<file path="config.mk">
export PLATFORM = sky130hd
export DESIGN_NAME = stream_unpacker_flat
export DESIGN_NICKNAME = d
export VERILOG_FILES = /design/src/rtl/stream_unpacker_if.sv /design/src/rtl/stream_unpacker.sv /design/src/flat_wrapper.sv
export SDC_FILE = /design/constraint.sdc
export NUM_CORES = 1
export LEC_CHECK = 0
export CAP_MARGIN = 20
export CORE_MARGIN = 8
export CORE_UTILIZATION = 61
export DETAILED_ROUTE_END_ITERATION = 7
export GPL_TIMING_DRIVEN = 1
export HOLD_SLACK_MARGIN = 0.1
export PLACE_DENSITY = 0.93
export SLEW_MARGIN = 20
export SYNTH_ARGS = -nofsm -noshare
export SYNTH_HDL_FRONTEND = slang
export SYNTH_SLANG_ARGS = --single-unit
</file>
<file path="constraint.sdc">
create_clock -name CLK -period 4.4 [get_ports CLK]
set_clock_uncertainty 0.1 [all_clocks]
set_input_delay 1.1 -clock CLK [delete_from_list [all_inputs] [get_ports CLK]]
set_output_delay 1.1 -clock CLK [all_outputs]
set_load 0.03 [all_outputs]
</file>
<file path="src/rtl/stream_unpacker_if.sv">
// Handshake bundle for stream_unpacker: 16-bit word input side and WIDTH-bit chunk output side.
interface stream_unpacker_if #(
    parameter int unsigned WIDTH = 8
);
    logic [15:0]      in_data;
    logic             in_valid;
    logic             in_ready;
    logic [WIDTH-1:0] out_data;
    logic             out_valid;
    logic             out_ready;
    logic             out_last;

    modport master (
        output in_data, in_valid, out_ready,
        input  in_ready, out_data, out_valid, out_last
    );

    modport slave (
        input  in_data, in_valid, out_ready,
        output in_ready, out_data, out_valid, out_last
    );
endinterface

</file>
<file path="src/rtl/stream_unpacker.sv">
// Buffers 16-bit words in a DEPTH-entry FIFO and emits them as 16/WIDTH chunks, LSB chunk first.
module stream_unpacker #(
    parameter int unsigned WIDTH = 8,
    parameter int unsigned DEPTH = 4
) (
    input  logic                         CLK,
    input  logic                         RST,
    stream_unpacker_if.slave             bus,
    output logic [$clog2(DEPTH+1)-1:0]   fifo_count
);
    localparam int unsigned N  = 16 / WIDTH;
    localparam int unsigned IW = (N > 1) ? $clog2(N) : 1;
    localparam int unsigned PW = $clog2(DEPTH);
    localparam int unsigned CW = $clog2(DEPTH + 1);

    typedef enum logic {EMPTY, SEND} state_e;

    state_e          state_q, state_d;
    logic [15:0]     shift_q, shift_d;
    logic [IW-1:0]   idx_q, idx_d;
    logic [PW-1:0]   wr_ptr_q, wr_ptr_d;
    logic [PW-1:0]   rd_ptr_q, rd_ptr_d;
    logic [CW-1:0]   count_q, count_d;
    logic [15:0]     mem_q [DEPTH];

    logic push;
    logic pop;
    logic last_chunk;

    assign bus.in_ready  = (count_q != CW'(DEPTH));
    assign push          = bus.in_valid && bus.in_ready;
    assign last_chunk    = (idx_q == IW'(N - 1));
    assign bus.out_valid = (state_q == SEND);
    assign bus.out_data  = (state_q == SEND) ? shift_q[WIDTH-1:0] : '0;
    assign bus.out_last  = (state_q == SEND) && last_chunk;
    assign fifo_count    = count_q;

    // Output stage: reloads straight from the FIFO head on the last chunk so words run back-to-back.
    always_comb begin
        state_d = state_q;
        shift_d = shift_q;
        idx_d   = idx_q;
        pop     = 1'b0;
        unique case (state_q)
            EMPTY: begin
                if (count_q != '0) begin
                    pop     = 1'b1;
                    shift_d = mem_q[rd_ptr_q];
                    idx_d   = '0;
                    state_d = SEND;
                end
            end
            SEND: begin
                if (bus.out_ready) begin
                    if (!last_chunk) begin
                        shift_d = shift_q >> WIDTH;
                        idx_d   = idx_q + IW'(1);
                    end else if (count_q != '0) begin
                        pop     = 1'b1;
                        shift_d = mem_q[rd_ptr_q];
                        idx_d   = '0;
                    end else begin
                        state_d = EMPTY;
                    end
                end
            end
            default: state_d = EMPTY;
        endcase
    end

    always_comb begin
        wr_ptr_d = push ? wr_ptr_q + PW'(1) : wr_ptr_q;
        rd_ptr_d = pop  ? rd_ptr_q + PW'(1) : rd_ptr_q;
        unique case ({push, pop})
            2'b10:   count_d = count_q + CW'(1);
            2'b01:   count_d = count_q - CW'(1);
            default: count_d = count_q;
        endcase
    end

    always_ff @(posedge CLK or negedge RST) begin
        if (!RST) begin
            state_q  <= EMPTY;
            shift_q  <= '0;
            idx_q    <= '0;
            wr_ptr_q <= '0;
            rd_ptr_q <= '0;
            count_q  <= '0;
        end else begin
            state_q  <= state_d;
            shift_q  <= shift_d;
            idx_q    <= idx_d;
            wr_ptr_q <= wr_ptr_d;
            rd_ptr_q <= rd_ptr_d;
            count_q  <= count_d;
        end
    end

    // Storage needs no reset: the count and pointers alone decide what is readable.
    always_ff @(posedge CLK) begin
        if (push) begin
            mem_q[wr_ptr_q] <= bus.in_data;
        end
    end
endmodule

</file>
<file path="src/flat_wrapper.sv">
// flat-port wrapper written by rule: the top's interface ports become plain ports
module stream_unpacker_flat 
#(
    parameter int unsigned WIDTH = 8,
    parameter int unsigned DEPTH = 4
)
  (CLK, RST, fifo_count, bus_in_data, bus_in_valid, bus_out_ready, bus_in_ready, bus_out_data, bus_out_valid, bus_out_last);
  stream_unpacker_if #(.WIDTH(WIDTH)) bus_i ();
  input  logic CLK;
  input  logic RST;
  output logic [$clog2(DEPTH+1)-1:0] fifo_count;
  input wire logic [$bits(bus_i.in_data)-1:0] bus_in_data;
  input wire logic [$bits(bus_i.in_valid)-1:0] bus_in_valid;
  input wire logic [$bits(bus_i.out_ready)-1:0] bus_out_ready;
  output wire logic [$bits(bus_i.in_ready)-1:0] bus_in_ready;
  output wire logic [$bits(bus_i.out_data)-1:0] bus_out_data;
  output wire logic [$bits(bus_i.out_valid)-1:0] bus_out_valid;
  output wire logic [$bits(bus_i.out_last)-1:0] bus_out_last;
  assign bus_i.in_data = bus_in_data;
  assign bus_i.in_valid = bus_in_valid;
  assign bus_i.out_ready = bus_out_ready;
  assign bus_in_ready = bus_i.in_ready;
  assign bus_out_data = bus_i.out_data;
  assign bus_out_valid = bus_i.out_valid;
  assign bus_out_last = bus_i.out_last;
  stream_unpacker #(.WIDTH(WIDTH), .DEPTH(DEPTH)) u_core (.CLK(CLK), .RST(RST), .bus(bus_i), .fifo_count(fifo_count));
endmodule
</file>
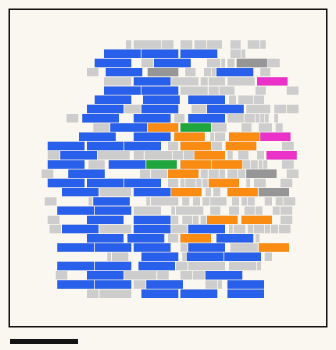
Figure 1: run 1, register map, names as in the netlist.
Scale bar: 20 microns. Other sequential cells in the stronger gray, the rest of the logic in the fainter gray.
Magenta is u_core.fifo_count, flops 3. Blue is u_core.mem_q, flops 64. Orange is u_core.shift_q, flops 16. Green is u_core.rd_ptr_q, flops 2.
sequential standard cell area: 2547 sq um
P_seq: 0.00135 W

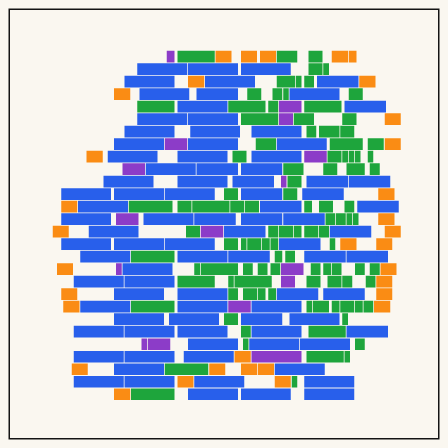
Figure 2: run 1, cell classes on the final placement.
Green is combinational and other logic, cells 104, share of their area 25%. Orange is remaining buffers and delay cells, cells 33, share of their area 8.0%. Blue is sequential cells, cells 89, share of their area 63%. Purple is clock drivers and dummy loads, cells 16, share of their area 4.6%.
sequential portion of the cell area: 61.33%
final core utilization: 71.00%

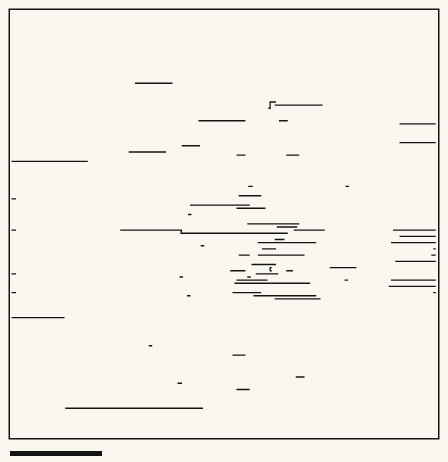
Figure 3: run 1, signal wires on met3.
Scale bar: 20 microns.
The longest straight run is 29.7 microns. The layer carries 371 microns of wire. The wires run mostly horizontal. The layer holds 5.7% of the routed length. 45 nets have wire on it.
total number of vias: 1968
met3 track utilization from global routing: 4.167%
final wirelength: 6.538 mm

==> run summary, run 1 <==
Reports from this run.

- The dominant combinational cell family by area after synthesis is multiplexers.
- The area recorded from the Yosys report for this design is between 3000 and 4000 sq um.
- For reference, the top cells by area after synthesis are edfxtp_1 53%, dfrtp_1 17%, mux4_2 6.8%.
- The number of buffers added for setup after CTS is 0.
- The final clock period utilization by the worst path reads between 70% and 80%.
- The die is just over 90 microns tall.
- The number of synthesized register bits reads 89.
- The final report lists the setup-violating endpoint count as 0.
- The final-layout fill cell count reads approximately 330.
- In the placement report, post-DP HPWL is listed as 4.117 mm.
- The summed instance area of the synthesized netlist reads ~3600 sq um.
- The clock power share reads a little under a fifth.
- The internal power contribution reads approximately 0.0019 W.
- The internal reg-to-reg setup slack reads 1920 ps.
- The number of OpenROAD warnings is 29.
- The flow ran to the end, and the final reports show no timing, DRC or antenna violations.
- The critical path's slowest cell is clkdlybuf4s50_1.
- The met1 usage in global routing is between 10% and 20%.
- STA reports the tightest min-delay check as being of type register to register.
- The data arrival time of the critical path is about 3400 ps.
- The cell with the most instances after synthesis is edfxtp_1.
- Counting distinct cell types in the post-synthesis netlist gives 33.
- Per STA, the worst path is made up of clkdlybuf4s50_1, a21bo_2, and2_4, ha_1, inv_1, fa_1, xor2_1, nor2_1, xor2_1.
- met2 is the most crowded layer.
- The leakage power in the latest report is 1.520 nW.
- The number of hold buffers added after CTS is 0.
- The clock latency at the later pin of the worst-skew pair reads between 300 and 400 ps.
- The uppermost layer routed is met4.
- The register area share after synthesis reads 70.23%.
- The floorplan step set the die width to around 93 microns.
- The register with the most flip-flops in the layout has 64 of them.
- The number of max-slew violations in the final report is 0.
- The top cell type in the final layout, fill and taps aside, is edfxtp_1.
- Clock cells make up under 10% of the layout cell area.
- The worst hold path cell count is 1.
- Hold timing on the final database bottoms out at a slack of roughly 430 ps.
- The adder-cell share of the synthesized area is between 2 and 2.5%.
- The hold path startpoint is u_core.shift_q[8].
- The final sum of negative setup slack is 0 ps.
- The final-stage net count is ~260.
- Ranked by total area, the top cell class in this layout is sequential cells.
- The post-route netlist has 12.81% of its cells at a drive strength greater than 1.
- The DRC violations left reads 0.
- STA classifies the critical path startpoint as an input port.
- The wire length on met1 is 2.666 mm.
- The number of I/O port buffers reads 33.
- The routed wire length on met2 is between 3 and 4 mm.
- The cell area reported after detailed placement is about 4000 sq um.
- The share of synthesized area spent on multiplexers reads between 10 and 15%.
- The tally of clock buffers in the finished layout reads 11.
- Once the clock tree was built, the resizer swapped 0 gates to a different size.
- The commonest cells after synthesis are 64 x edfxtp_1, 25 x dfrtp_1, 14 x inv_1, 11 x mux4_2, 9 x and2_1.
- The category of the most critical setup path reads input port to register.
- The finished cells cover 4154 sq um.
- The largest voltage drop on the vdd net is 0.0004029 V.
- The count of warnings emitted by yosys is 0.
- The total number of tap cells reads 75.
- Setup repair after global routing left no endpoint under its margin.
- The finished layout holds between 300 and 400 standard cells, fillers aside.
- The tally of nets with antenna violations remaining after routing reads 0.
- The least setup slack across all paths after layout is 1161 ps.
- The number of clock buffers added by TritonCTS is 9.
- Per the run report, area growth between synthesis and finish was 14.52%.
- The hold violation count in the final report is 0.
- The number of global-route vias before repair was just over 2k.
- The combinational group power reads 0.000983 W.
- The placer congestion estimate is a little under 0.8.
- The number of clock sinks seen by CTS is 89.
- The mean routed wirelength per cell is a little over 20 microns.
- The power density of the placed cells is approximately 700 nW/um^2.
- For this configuration, the core starts out at a cell density of ~62%.
- The violation count after the first detailed-routing iteration reads approximately 150.
- The number of cell instances on the worst register-to-register path reads 8.
- The buffer share of cell area reads 7.831%.
- The fraction of synthesized cell area in xor and xnor cells reads 1.449%.
- The switching power reads 0.0009780 W.
- The number of combinational gates with multiple inputs reads about 90.
- For this run the aggregate overflow at the end of global routing stands at 0.
- The count of library flops with an enable pin reads 64.
- The maximum clock frequency is 308.7 MHz.
- The largest stage delay on the critical path is between 700 and 800 ps.
- For the worst reg-to-reg path, the startpoint reported by OpenROAD is u_core.bus.out_valid.
- The count of inverters not on the clock network in the layout reads 14.
- The portion of total power attributed to sequential cells is 47.1%.
- The basic-gate share of the synthesized area counting and, or, nand and nor cells reads 5.450%.
- Per the CTS log, the buffer count on the longest clock path is 2.
==> run 2, diff against run 1 <==
Settings changed: CORE_UTILIZATION 61 to 51, PLACE_DENSITY 0.93 to 0.84.
Clock period 4.4 ns to 2.61 ns, I/O delays scaled along.
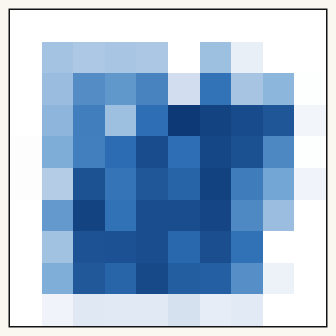
Figure 4: run 2, local utilization.
The die is cut into 10 by 10 equal tiles; white is low, dark blue is high, 0 to 100% covered.
28% of the tiles are over 75% full. The densest ninth of the die: middle. The mean over all tiles is 41%. The emptiest ninth of the die: top right. The fullest tile reaches 96%.
standard cell core area: 6832 sq um
fp_density: 53.10%
final core utilization: 62.29%

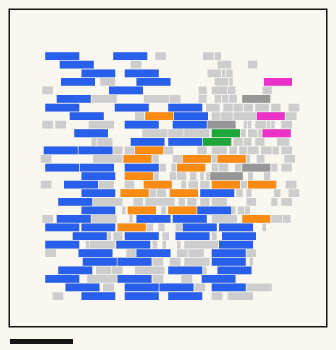
Figure 5: run 2, register map, names as in the netlist.
Scale bar: 20 microns. Other sequential cells in the stronger gray, the rest of the logic in the fainter gray.
Green is u_core.rd_ptr_q, flops 2. Blue is u_core.mem_q, flops 64. Magenta is u_core.fifo_count, flops 3. Orange is u_core.shift_q, flops 16, where middle.
Another 4 sequential cells are not colored.
sequential standard cell area: 2551 sq um
P_seq: 0.00218 W
sequential portion of the cell area: 59.95%

==> run summary, run 2 <==
Reports from this run.

- The number of antenna violations at the first check in global routing is 0.
- The adder-cell share of the synthesized area reads 2.277% (unchanged).
- The register area share after synthesis is 70.23% (unchanged).
- Global routing used 24.15% of the available met2 tracks.
- The number of max-slew violations in the final report reads 0 (unchanged).
- The number of cell instances on the worst register-to-register path reads 9 (+1).
- The total half-perimeter wirelength after legalization and detailed placement reads 4.336 mm (+5.3%).
- The critical path's slowest cell reads clkdlybuf4s50_1.
- The final critical path time including I/O delays and setup reads 2526 ps.
- The flip-flop count of the largest register after layout is 64 (unchanged).
- The data arrival time of the critical path is 1770 ps (-1630 ps).
- The final-stage net count is 272 (+3.4%).
- By area the synthesized netlist is led by edfxtp_1 53%, dfrtp_1 17%, mux4_2 6.8%.
- By count the netlist is led by 64 x edfxtp_1, 25 x dfrtp_1, 14 x inv_1, 11 x mux4_2, 9 x and2_1.
- The post-route total power reads between 0.004 and 0.005 W.
- The number of OpenROAD warnings came to 29 (unchanged).
- The count of different cell masters after synthesis is 33 (unchanged).
- The clock network contribution to total cell area is 4.410% (-0.11 points).
- The final timing summary puts the cycle share of the worst path at a little over nine tenths.
- The maximum clock frequency is 395.9 MHz.
- The final global-route overflow total is 0 (unchanged).
- The clock edge transition at the registers on the reported setup and hold paths reads 80 ps.
- The tally of nets with antenna violations remaining after routing is 0 (unchanged).
- The cell area after layout is 4255 sq um (+2.4%).
- The leakage power reads 1.563 nW (+2.8%).
- The die extent in x reads 100.3 microns (+7.8%).
- In the layout the commonest cells are 64 x edfxtp_1, 32 x clkdlybuf4s50_1, 24 x dfrtp_1.
- The total number of vias reads 1972 (+0.20%).
- The category of the most critical setup path is register to output pin.
- The number of I/O port buffers is 33 (unchanged).
- The launch instance of the worst register-to-register path reads u_core.fifo_count[0].
- The number of buffers added for setup after CTS reads 0 (unchanged).
- The number of buffers on the longest clock path is 2 (unchanged).
- According to the hold report, the worst path is of the register to register type.
- The post-route worst hold slack reads 419.7 ps (-11.10 ps).
- The portion of total power attributed to sequential cells reads 44.8% (-2.3 points).
- The internal power contribution was 0.003227 W (+71%).
- The routed wire length on met2 came to 3.448 mm (+5.9%).
- In this run the top signal layer used is met4.
- The area of the synthesized netlist per yosys stat is 3627 sq um (unchanged).
- The top logic cell by instance count in the layout is edfxtp_1.
- The met3 demand-to-capacity share in global routing reads 3.322% (-0.84 points).
- The least setup slack across all paths after layout was 84.36 ps (-1077 ps).
- The switching power came to 0.001635 W (+67%).
- The fraction of registers with async set/reset reads 28.09%.
- The mean routed wirelength per cell reads 19.16 microns (-7.1%).
- The summed instance area of the synthesized netlist came to 3627 sq um (unchanged).
- The fraction of synthesized cell area in xor and xnor cells is 1.449% (unchanged).
- The run finished with clean final reports.
- In this run the full chip footprint comes out at approximately 10000 sq um.
- The capture endpoint of the worst hold path reads u_core.fifo_count[2].
- The number of placed instances with taps included reads approximately 330.
- The number of global-route vias before repair is 2111 (+2.7%).
- The number of combinational gates with multiple inputs reads 90 (unchanged).
- The number of clock sinks seen by CTS reads 89 (unchanged).
- Setup repair after global routing left no endpoint under its margin.
- The share of synthesized area spent on multiplexers reads 11.04% (unchanged).
- The cell area reported after detailed placement is 4065 sq um (+2.4%).
- The count of final setup violators reads 0 (unchanged).
- The critical path goes through and2_1, clkdlybuf4s50_1.
- The count of library flops with an enable pin is 64 (unchanged).
- The share of the synthesized area in the top cell type is between 50% and 60%.
- Net switching is 33.63% of the power.
- The total number of tap cells is 96 (+28%).
- The count of TritonRoute iterations in the first routing pass is 4.
- The kind of cell with the highest combined delay on the critical path is buffers and inverters.
- The met1 usage in global routing reads 16.74% (-2.1 points).
- For this run, the detailed router reports a per-instance via density of between 5 and 6.
- The count of non-filler cells in the finished layout reads 347 (+9.5%).
- The max-slew check reports its worst relative slack as about half.
- The power density of the placed cells is 1143 nW/um^2 (+66%).
- The endpoint of the lowest-slack register-to-register path reads u_core.fifo_count[2].
- The met3 layer wire length in the routed design reads about 330 microns.
- The largest stage delay on the critical path is 680 ps (-30 ps).
- The hold path startpoint is u_core.fifo_count[2].
- The hold violation count in the final report is 0 (unchanged).
- The first-pass GRT wire length is 10.89 mm.
- The share of layout cells above drive strength 1 is 16.33% (+3.5 points).
- The internal reg-to-reg setup slack reads 220 ps (-1700 ps).
- The library cell with the largest summed area after synthesis reads edfxtp_1.
- The tally of clock buffers in the finished layout is 11 (unchanged).
- The basic-gate share of the synthesized area counting and, or, nand and nor cells is 5.450% (unchanged).
- The timing startpoint of the critical path is u_core.bus.out_valid.
- The final sum of negative setup slack reads 0 ps (unchanged).
- The area growth from synthesis to final layout is 17.32%.
- The chip height came to 100.3 microns (+7.8%).
- The count of warnings emitted by yosys is 0 (unchanged).
- The placer congestion estimate is 0.7751 (-2.4%).
- The power drawn by the clock network reads roughly 0.00090 W.
- The clock latency at the later pin of the worst-skew pair reads 350 ps (about the same).
- The transition at the pin with the smallest max-transition slack reads roughly 760 ps.
- The total CTS buffers is 9 (unchanged).
- The global routing stage identified its most utilized layer as met2.
- The synthesis run identifies the leading combinational cell family as multiplexers.
- The post-cts resize count reads 2 (+2).
- The wire length on met1 is 2.734 mm (+2.6%).
- The nature of the critical path endpoint reads an output pin.
- The buffer share of cell area was 9.321% (+1.5 points).
- The clock power share is 18.5% (about the same).
- The DRC violations left came to 0 (unchanged).
- The count of inverters not on the clock network in the layout reads 14 (unchanged).
- The combinational fraction of the cell area is 22.26%.
- TritonCTS built the clock tree.
- The violation count after the first detailed-routing iteration reads 121 (-18%).
- The row count is 30.
- The multi-input gate area in the final layout reads ~950 sq um.
- The worst hold path cell count is 1 (unchanged).
- The number of hold buffers added after CTS is 0 (unchanged).
- The cell count after synthesis reads ~200.
- The cell with the most instances after synthesis reads edfxtp_1.
- The level count of the clock H-tree is 3.
- The wire length reported by the detailed router is 6.647 mm (+1.7%).
- The number of synthesized register bits is 89 (unchanged).
- The largest voltage drop on the vdd net is 0.0004737 V (+18%).
- STA classifies the critical path startpoint as a register.
- The combinational group power reads 0.00179 W (+82%).
- The cell kind with the greatest summed area reads sequential cells.
- The compound-gate portion of the synthesized area is between 5 and 6%.
- The final-layout fill cell count came to 523 (+59%).
==> run 3, diff against run 2 <==
Settings changed: CORE_UTILIZATION 51 to 53, CTS_BUF_LIST from default to sky130_fd_sc_hd__clkbuf_4, PLACE_DENSITY 0.84 to 0.87.
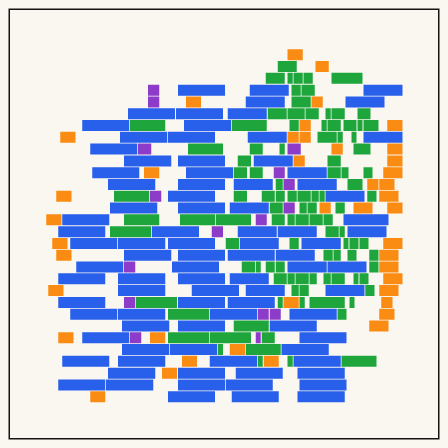
Figure 6: run 3, cell classes on the final placement.
Orange is remaining buffers and delay cells, cells 42, share of their area 10%. Purple is clock drivers and dummy loads, cells 16, share of their area 2.9%. Blue is sequential cells, cells 89, share of their area 62%. Green is combinational and other logic, cells 104, share of their area 24%.
final core utilization: 62.35%
sequential portion of the cell area: 60.90%

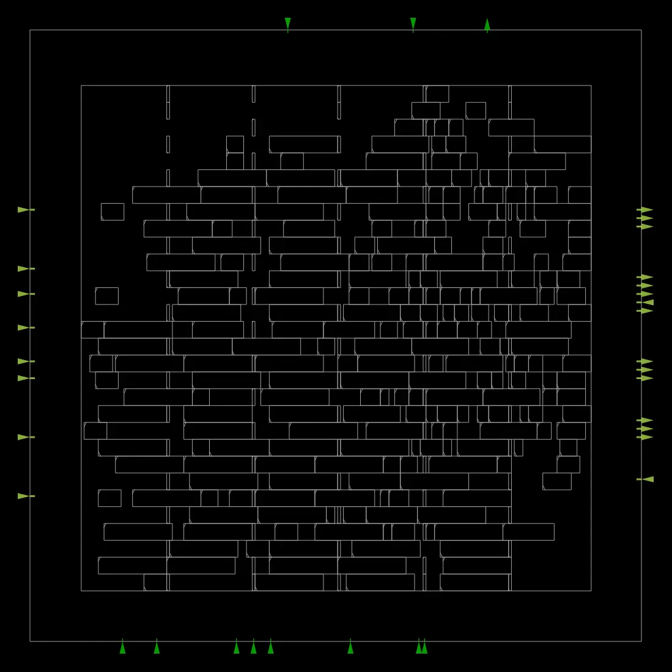
Figure 7: run 3, cell outlines without signal wires.
Flops: 89
count of filler cells inserted in the layout: 482
Layout Cells excl Fill: 331
well-tap cell count: 80
standard cell core area: 6719 sq um

==> run summary, run 3 <==
Reports from this run.

- The floorplan core density reads 53.99% (+0.89 points).
- The final global-route overflow total reads 0 (unchanged).
- The clock power share was 14.3% (-4.2 points).
- The share of synthesized area spent on multiplexers came to 11.04% (unchanged).
- The dominant combinational cell family by area after synthesis is multiplexers.
- The number of placed instances with taps included came to 315 (-4.8%).
- The final critical path time including I/O delays and setup is 2440 ps (-85.15 ps).
- The basic-gate share of the synthesized area counting and, or, nand and nor cells is 5.450% (unchanged).
- The count of different cell masters after synthesis came to 33 (unchanged).
- The routed wire length on met2 reads 3.136 mm (-9.0%).
- The maximum number of pins on one net before global-route repair is 26.
- The area of the synthesized netlist per yosys stat is 3627 sq um (unchanged).
- The leakage power reads 1.604 nW (+2.6%).
- The busiest layer in global routing reads met2.
- The count of inverters not on the clock network in the layout came to 14 (unchanged).
- The post-detailed-route via-to-cell ratio was 5.994 (+5.5%).
- The flip-flop count of the largest register after layout reads 64 (unchanged).
- The final-stage net count reads 272 (unchanged).
- The number of max-slew violations in the final report is 0 (unchanged).
- The compound-gate portion of the synthesized area is 5.899% (unchanged).
- The number of I/O port buffers reads 33 (unchanged).
- The number of synthesized register bits came to 89 (unchanged).
- The number of antenna violations at the first check in global routing came to 0 (unchanged).
- The mean routed wirelength per cell is 20.03 microns (+4.5%).
- The worst min-delay path category reads register to register.
- The uppermost layer routed reads met4.
- The tally of clock buffers in the finished layout reads 10 (-1).
- The run finished with clean final reports.
- The combinational fraction of the cell area reads 22.61% (+0.35 points).
- The number of OpenROAD warnings is 29 (unchanged).
- The share of layout cells above drive strength 1 reads 16.73% (+0.40 points).
- The cell with the most instances after synthesis reads edfxtp_1.
- The cell count after synthesis reads 205 (unchanged).
- After synthesis, the cell types taking the most area are edfxtp_1 53%, dfrtp_1 17%, mux4_2 6.8%.
- The cell area reported after detailed placement is 4045 sq um (-0.49%).
- The violation count after the first detailed-routing iteration is 148 (+22%).
- The power drawn by the clock network was 0.000660 W (-27%).
- The count of final setup violators came to 0 (unchanged).
- The post-route total power is 0.004626 W (-4.9%).
- The number of buffers on the longest clock path is 2 (unchanged).
- The first-pass GRT wire length is 10.83 mm (-0.51%).
- The sequential power is 0.00218 W (about the same).
- The worst setup path is captured at an output pin.
- The number of global-route vias before repair is 2021 (-4.3%).
- The share of the synthesized area in the top cell type is 52.98% (unchanged).
- The maximum clock frequency came to 409.8 MHz (+3.5%).
- The summed instance area of the synthesized netlist reads 3627 sq um (unchanged).
- The average instance area after synthesis is between 15 and 20 sq um.
- The largest voltage drop on the vdd net is 0.0003861 V (-18%).
- The data arrival time of the critical path is 1690 ps (-80 ps).
- The switching power is 0.001649 W (+0.86%).
- The total CTS buffers came to 9 (unchanged).
- The met1 usage in global routing is 18.73% (+2.0 points).
- The number of cell instances on the worst register-to-register path reads 9 (unchanged).
- The area of the chip reads 9747 sq um (-3.2%).
- The final clock period utilization by the worst path came to 93.51% (-3.3 points).
- The worst hold path cell count is 1 (unchanged).
- The met3 layer wire length in the routed design was 377 microns (+13%).
- The number of combinational gates with multiple inputs came to 90 (unchanged).
- The fraction of synthesized cell area in xor and xnor cells was 1.449% (unchanged).
- The wire length reported by the detailed router reads 6.629 mm (-0.27%).
- The met3 demand-to-capacity share in global routing reads 3.030% (-0.29 points).
- The kind of start point of the critical path is a register.
- The fraction of registers with async set/reset is 28.09% (unchanged).
- The largest stage delay on the critical path is 450 ps (-230 ps).
- The DRC violations left is 0 (unchanged).
- The clock latency at the later pin of the worst-skew pair came to 410 ps (+60 ps).
- The number of buffers added for setup after CTS is 0 (unchanged).
- The TritonCTS clock tree is done.
- The cell kind with the greatest summed area reads sequential cells.
- By instance count after routing, the leading logic cell types are 64 x edfxtp_1, 24 x dfrtp_1, 23 x clkdlybuf4s50_1.
- The wire length on met1 is 2.946 mm (+7.8%).
- The multi-input gate area in the final layout reads 947.2 sq um (unchanged).
- The count of warnings emitted by yosys reads 0 (unchanged).
- The number of clock sinks seen by CTS was 89 (unchanged).
- The post-route worst hold slack is 430.9 ps (+11.24 ps).
- The switching fraction of total power was 35.65% (+2.0 points).
- The relative max-transition margin is 47.78% (-1.3 points).
- The signal on the critical path passes through or3b_1, dlygate4sd2_1.
- The buffer share of cell area reads 10.01% (+0.69 points).
- The category of the most critical setup path reads register to output pin.
- The final sum of negative setup slack is 0 ps (unchanged).
- The top logic cell by instance count in the layout is edfxtp_1.
- The clock edge transition at the registers on the reported setup and hold paths reads 130 ps (+50 ps).
- The die extent in x came to 98.73 microns (-1.6%).
- The library cell with the largest summed area after synthesis is edfxtp_1.
- The transition at the pin with the smallest max-transition slack is 783.4 ps (+18.76 ps).
- The endpoint of the lowest-slack register-to-register path reads u_core.fifo_count[2].
- The slowest stage of the critical path is the dfrtp_1 cell.
- The tally of nets with antenna violations remaining after routing is 0 (unchanged).
- STA lists the startpoint of the worst register-to-register path as u_core.fifo_count[0].
- The worst setup path endpoint reads bus_in_ready.
- The area growth from synthesis to final layout reads 15.49%.
- The total half-perimeter wirelength after legalization and detailed placement is 4.421 mm (+1.9%).
- The cell area after layout came to 4189 sq um (-1.6%).
- Among cell families on the critical path, the largest total delay comes from flip-flops.
- The hold path startpoint reads u_core.shift_q[15].
- The hold violation count in the final report is 0 (unchanged).
- The count of TritonRoute iterations in the first routing pass is 4 (unchanged).
- The global routing usage on met2 reads 22.76% (-1.4 points).
- The combinational group power came to 0.00178 W (about the same).
- The post-cts resize count was 2 (unchanged).
- The placer congestion estimate is 0.8498 (+9.6%).
- The power density of the placed cells was 1104 nW/um^2 (-3.3%).
- For hold timing, the worst endpoint is u_core.shift_q[15].
- The register area share after synthesis was 70.23% (unchanged).
- The level count of the clock H-tree came to 3 (unchanged).
- The critical path starts at u_core.fifo_count[0].
- The number of hold buffers added after CTS is 0 (unchanged).
Power and IR drop assume default switching activity.
